File: config.mk
export PLATFORM = sky130hd
export DESIGN_NAME = adder_multiplier
export DESIGN_NICKNAME = d
export VERILOG_FILES = /design/src/rtl/adder_multiplier.sv
export SDC_FILE = /design/constraint.sdc
export NUM_CORES = 1
export LEC_CHECK = 0
export CORE_MARGIN = 2
export CORE_UTILIZATION = 65
export DETAILED_ROUTE_END_ITERATION = 10
export PLACE_DENSITY = 0.93
export SLEW_MARGIN = 0
export SYNTH_ARGS = -nofsm -noshare
export SYNTH_HDL_FRONTEND = slang
export SYNTH_SLANG_ARGS = --single-unit
File: constraint.sdc
create_clock -name clk -period 13.59 [get_ports clk]
set_input_delay 2.718 -clock clk [delete_from_list [all_inputs] [get_ports clk]]
set_output_delay 2.718 -clock clk [all_outputs]
set_load 0.005 [all_outputs]
File: src/rtl/adder_multiplier.sv
`default_nettype none
// +----------------------------------------------------------------------------+
// | Module      : adder_multiplier                                             |
// | Description : Pipelined sign-magnitude fixed-point adder / multiplier.     |
// |               WIDTH-bit words (MSB = sign), FRAC fractional bits.          |
// |               Fixed 2-cycle latency after the sampling edge, one op/clk.   |
// |               Optional macro ADDER_MULTIPLIER_SATURATE_EN: clamp the       |
// |               magnitude on overflow instead of wrapping it.                |
// | Revision    : 1.0 - initial release                                        |
// +----------------------------------------------------------------------------+
module adder_multiplier #(
  parameter int WIDTH = 16,
  parameter int FRAC  = 8
) (
  input  logic             clk,
  input  logic             rst_n,
  input  logic             in_valid,
  input  logic             op,
  input  logic [WIDTH-1:0] a,
  input  logic [WIDTH-1:0] b,
  output logic             out_valid,
  output logic [WIDTH-1:0] y,
  output logic             ovf
);

  localparam int MAG = WIDTH - 1;  // magnitude bits
  localparam int PW  = 2 * MAG;    // full-precision intermediate width

  // Stage 1: sampled operands
  logic             s1_valid;
  logic             s1_op;
  logic [WIDTH-1:0] s1_a;
  logic [WIDTH-1:0] s1_b;

  // Stage 2: unclipped result
  logic             s2_valid;
  logic             s2_sign;
  logic [PW-1:0]    s2_mag;

  // Stage-1 combinational datapath
  logic [MAG-1:0]   mag_a;
  logic [MAG-1:0]   mag_b;
  logic             sign_a;
  logic             sign_b;
  logic [PW-1:0]    ext_a;
  logic [PW-1:0]    ext_b;
  logic [PW-1:0]    product;
  logic [PW-1:0]    raw_mag;
  logic             raw_sign;

  // Stage-2 combinational result shaping
  logic             ovf_next;
  logic [MAG-1:0]   clip_mag;
  logic             sign_next;

  // Capture operands; data only moves on valid to avoid needless toggling
  always_ff @(posedge clk or negedge rst_n) begin
    if (!rst_n) begin
      s1_valid <= 1'b0;
      s1_op    <= 1'b0;
      s1_a     <= '0;
      s1_b     <= '0;
    end else begin
      s1_valid <= in_valid;
      if (in_valid) begin
        s1_op <= op;
        s1_a  <= a;
        s1_b  <= b;
      end
    end
  end

  // Compute the full-precision signed-magnitude result; -0 inputs read as +0
  always_comb begin
    mag_a    = s1_a[MAG-1:0];
    mag_b    = s1_b[MAG-1:0];
    sign_a   = s1_a[WIDTH-1] & (|mag_a);
    sign_b   = s1_b[WIDTH-1] & (|mag_b);
    ext_a    = PW'(mag_a);
    ext_b    = PW'(mag_b);
    product  = ext_a * ext_b;
    raw_mag  = '0;
    raw_sign = 1'b0;
    if (s1_op) begin
      raw_mag  = product >> FRAC;
      raw_sign = sign_a ^ sign_b;
    end else if (sign_a == sign_b) begin
      raw_mag  = ext_a + ext_b;
      raw_sign = sign_a;
    end else if (mag_a >= mag_b) begin
      raw_mag  = ext_a - ext_b;
      raw_sign = sign_a;
    end else begin
      raw_mag  = ext_b - ext_a;
      raw_sign = sign_b;
    end
  end

  // Register the unclipped result
  always_ff @(posedge clk or negedge rst_n) begin
    if (!rst_n) begin
      s2_valid <= 1'b0;
      s2_sign  <= 1'b0;
      s2_mag   <= '0;
    end else begin
      s2_valid <= s1_valid;
      if (s1_valid) begin
        s2_sign <= raw_sign;
        s2_mag  <= raw_mag;
      end
    end
  end

  // Detect overflow, clamp or wrap, and force any zero result to +0
  always_comb begin
    ovf_next = |s2_mag[PW-1:MAG];
`ifdef ADDER_MULTIPLIER_SATURATE_EN
    clip_mag = ovf_next ? {MAG{1'b1}} : s2_mag[MAG-1:0];
`else
    clip_mag = s2_mag[MAG-1:0];
`endif
    sign_next = s2_sign & (|clip_mag);
  end

  // Output register; y and ovf hold between valid results
  always_ff @(posedge clk or negedge rst_n) begin
    if (!rst_n) begin
      out_valid <= 1'b0;
      y         <= '0;
      ovf       <= 1'b0;
    end else begin
      out_valid <= s2_valid;
      if (s2_valid) begin
        y   <= {sign_next, clip_mag};
        ovf <= ovf_next;
      end
    end
  end

endmodule
`default_nettype wire

Floorplan with the power grid:
Pins as bars on the die edge.
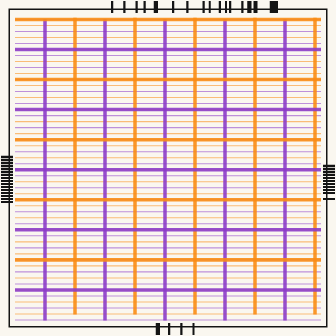
| color | net |
|---|---|
| orange | VDD |
| purple | VSS |
met5 straps: 10
signal pins: 54
met4 straps: 10
met1 rails: 51
rows: 50
VDD IR max: 0.000196 V
chip height: 143 microns
die width: 143 microns

Placed cells, one color a class:
Bar = 50 microns.
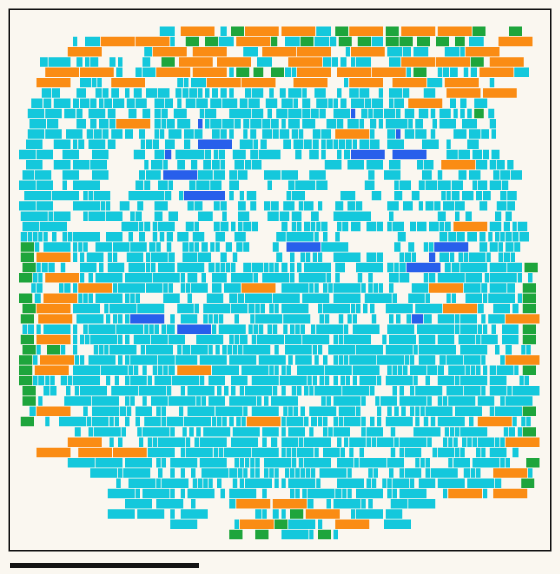
| color | class | cells | share of their area |
|---|---|---|---|
| blue | clock drivers and dummy loads | 16 | 2.2% |
| orange | flip-flops | 77 | 15% |
| cyan | all other logic | 1318 | 79% |
| green | other buffers and delay cells | 55 | 4.1% |

==> job_summary.md <==
## Synthesis and layout report

| Metric | Value |
|---|---|
| Hold crit path type | flop to flop |
| Final net count | about 1.8k |
| P_int | about 1.6 mW |
| Filler cells | between 1k and 1.5k |
| Sw power | 1.81 mW |
| Hold-fix buffers at CTS | 0 |
| CP Capture Point | s2_mag[21] |
| CTS buffer count | 9 |
| Top cells by count | 249 x inv_1, 184 x nor2_1, 169 x fa_1 |
| Num rows | about 50 |
| Combinational share of power | 81.6% |
| Slew @ Worst Pin | 1.21 ns |
| Critical Path Source Type | flop |
| Layout Cells excl Fill | 1726 |
| Largest net degree at the start of global routing | between 70 and 80 |
| Layout Skew | around 0.020 ns |
| First-pass GRT wire length | approximately 60000 microns |
| Hold_ws | around 0.5 ns |
| Critical R2R Capture | s2_mag[21] |
| Arrival @ worst endpoint | just over 7 ns |
| Post-synth EDFFs | 0 |
| Fp util | roughly 67% |
| Final setup vio count | 0 |
| DRC viols | 0 |
| MaxCap Viol Count | 0 |
| Antenna cells | 0 |
| Final period utilization | 49.9% |
| CP Capture Type | flop |
| Number of warnings in the stage logs | ~56 |
| RSZ-0062 raised after global routing | false |
| Clock buffer depth | 2 |
| Share of layout cells above drive strength 1 | 4.23% |
| Sw Ratio | a little over half |
| H-tree levels | 3 |
| Max-Slew Margin vs Limit | between 10% and 20% |
| Period minus WS final | slightly below 7 ns |
| Vias/cell | between 6 and 7 |
| R2r startpoint | s1_b[6] |
| Ys Warns | 0 |
| Post-synth regs | roughly 77 |
| Worst path required time | between 10 and 15 ns |
| Async set-reset flop share out of synthesis | 100% |
| Status | finished, final reports clean |
| Global Route Usage Sum | ~40% |
| Latency at later pin | 0.36 ns |
| Pwr Density | approximately 250 nW/um^2 |
| Post-Synthesis Cells | 1461 |
| Vias in the first global route | 11.6k |
| Largest cells by area | fa_1 27%, dfrtp_1 15%, ha_1 14% |
| Largest area contributor in the netlist | fa_1 |
| Post-CTS setup buffer count | 0 |
| CTS Sinks | 77 |
| Worst-path fanout max | 15 |
| Clock transition at path regs | ~0.070 ns |
| Antenna violations before repair | 0 |
Clock network drawn from the DEF:
Bar = 50 microns.
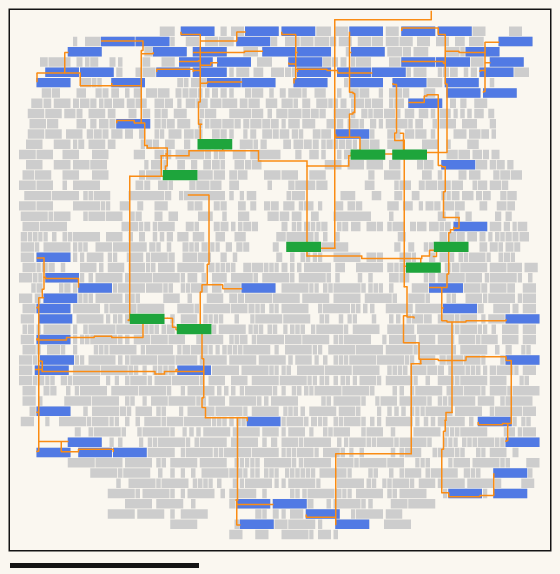
[green] cells driving clock nets | count: 9
[blue] flip-flops | count: 77
[orange] clock wires | length: 1460 microns
routed clock nets: 10
flops lie: widely spread

Metal layers overlaid:
Two of the layers only.
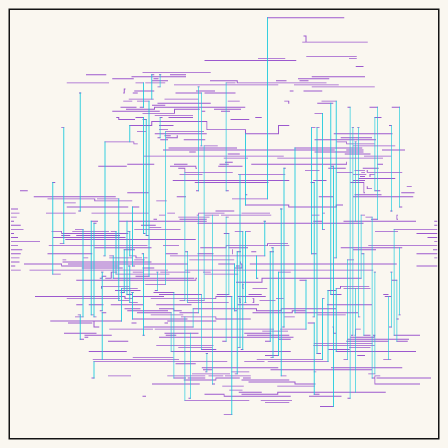
| color | layer | wire length |
|---|---|---|
| purple | met3 | 4270 microns |
| cyan | met4 | 2940 microns |

[worst max-delay path, cell delays in order, from the launching register on]
cell,delay [ns]
dfrtp_1,0.85
ha_1,0.37
inv_1,0.18
fa_1,0.49
fa_1,0.54
fa_1,0.55
inv_1,0.07
fa_1,0.39
fa_1,0.53
inv_1,0.05
fa_1,0.48
inv_1,0.05
ha_1,0.35
a21oi_1,0.18
o211ai_1,0.12
a21o_1,0.22
a31oi_1,0.34
and2_1,0.23
o31ai_1,0.12
or4_1,0.43
a41oi_2,0.14
[cell families after synthesis]
group           synth area share, %
xor+xnor                       2.08
simple gates                   16.0
buf+inv                        10.0
compound gates                 13.7
mux                            2.34
flops                          15.3
fa+ha+maj                      40.5
[routing by layer]
layer / GRT usage, % / wire [microns]
met1: 49.6 / 13800
met5: 0 / 0
met4: 25.6 / 2940
met3: 10.1 / 4270
met2: 62.7 / 17400
[metrics by stage]
stage                     instance area, sq um  setup WS (ns)  util [%]
after floorplan                          12600           7.43         -
after global placement                   13100           7.07      69.8
after detailed placement                 13100           6.97      69.8
after CTS                                13400           6.93      71.3
after global routing                     13400           6.55      71.3
final                                    13400           6.81      71.3
[cell type report]
class / count / area share, %
Multi-Input combinational cell: 1060 / 69.9
Sequential cell: 77 / 14.4
Inverter: 258 / 7.22
Timing Repair Buffer: 55 / 4.01
Tap cell: 260 / 2.42
Clock buffer: 12 / 1.76
Clock inverter: 4 / 0.364
[power groups by stage]
stage / sequential (mW) / clock, mW / combinational (mW)
after global placement: 0.366 / 0 / 2.60
after global routing: 0.376 / 0.265 / 3.03
after CTS: 0.366 / 0.253 / 2.69
after detailed placement: 0.370 / 0 / 2.67
after floorplan: 0.340 / 0 / 1.96
final: 0.369 / 0.255 / 2.76
Power is estimated from default activity; no workload was simulated.
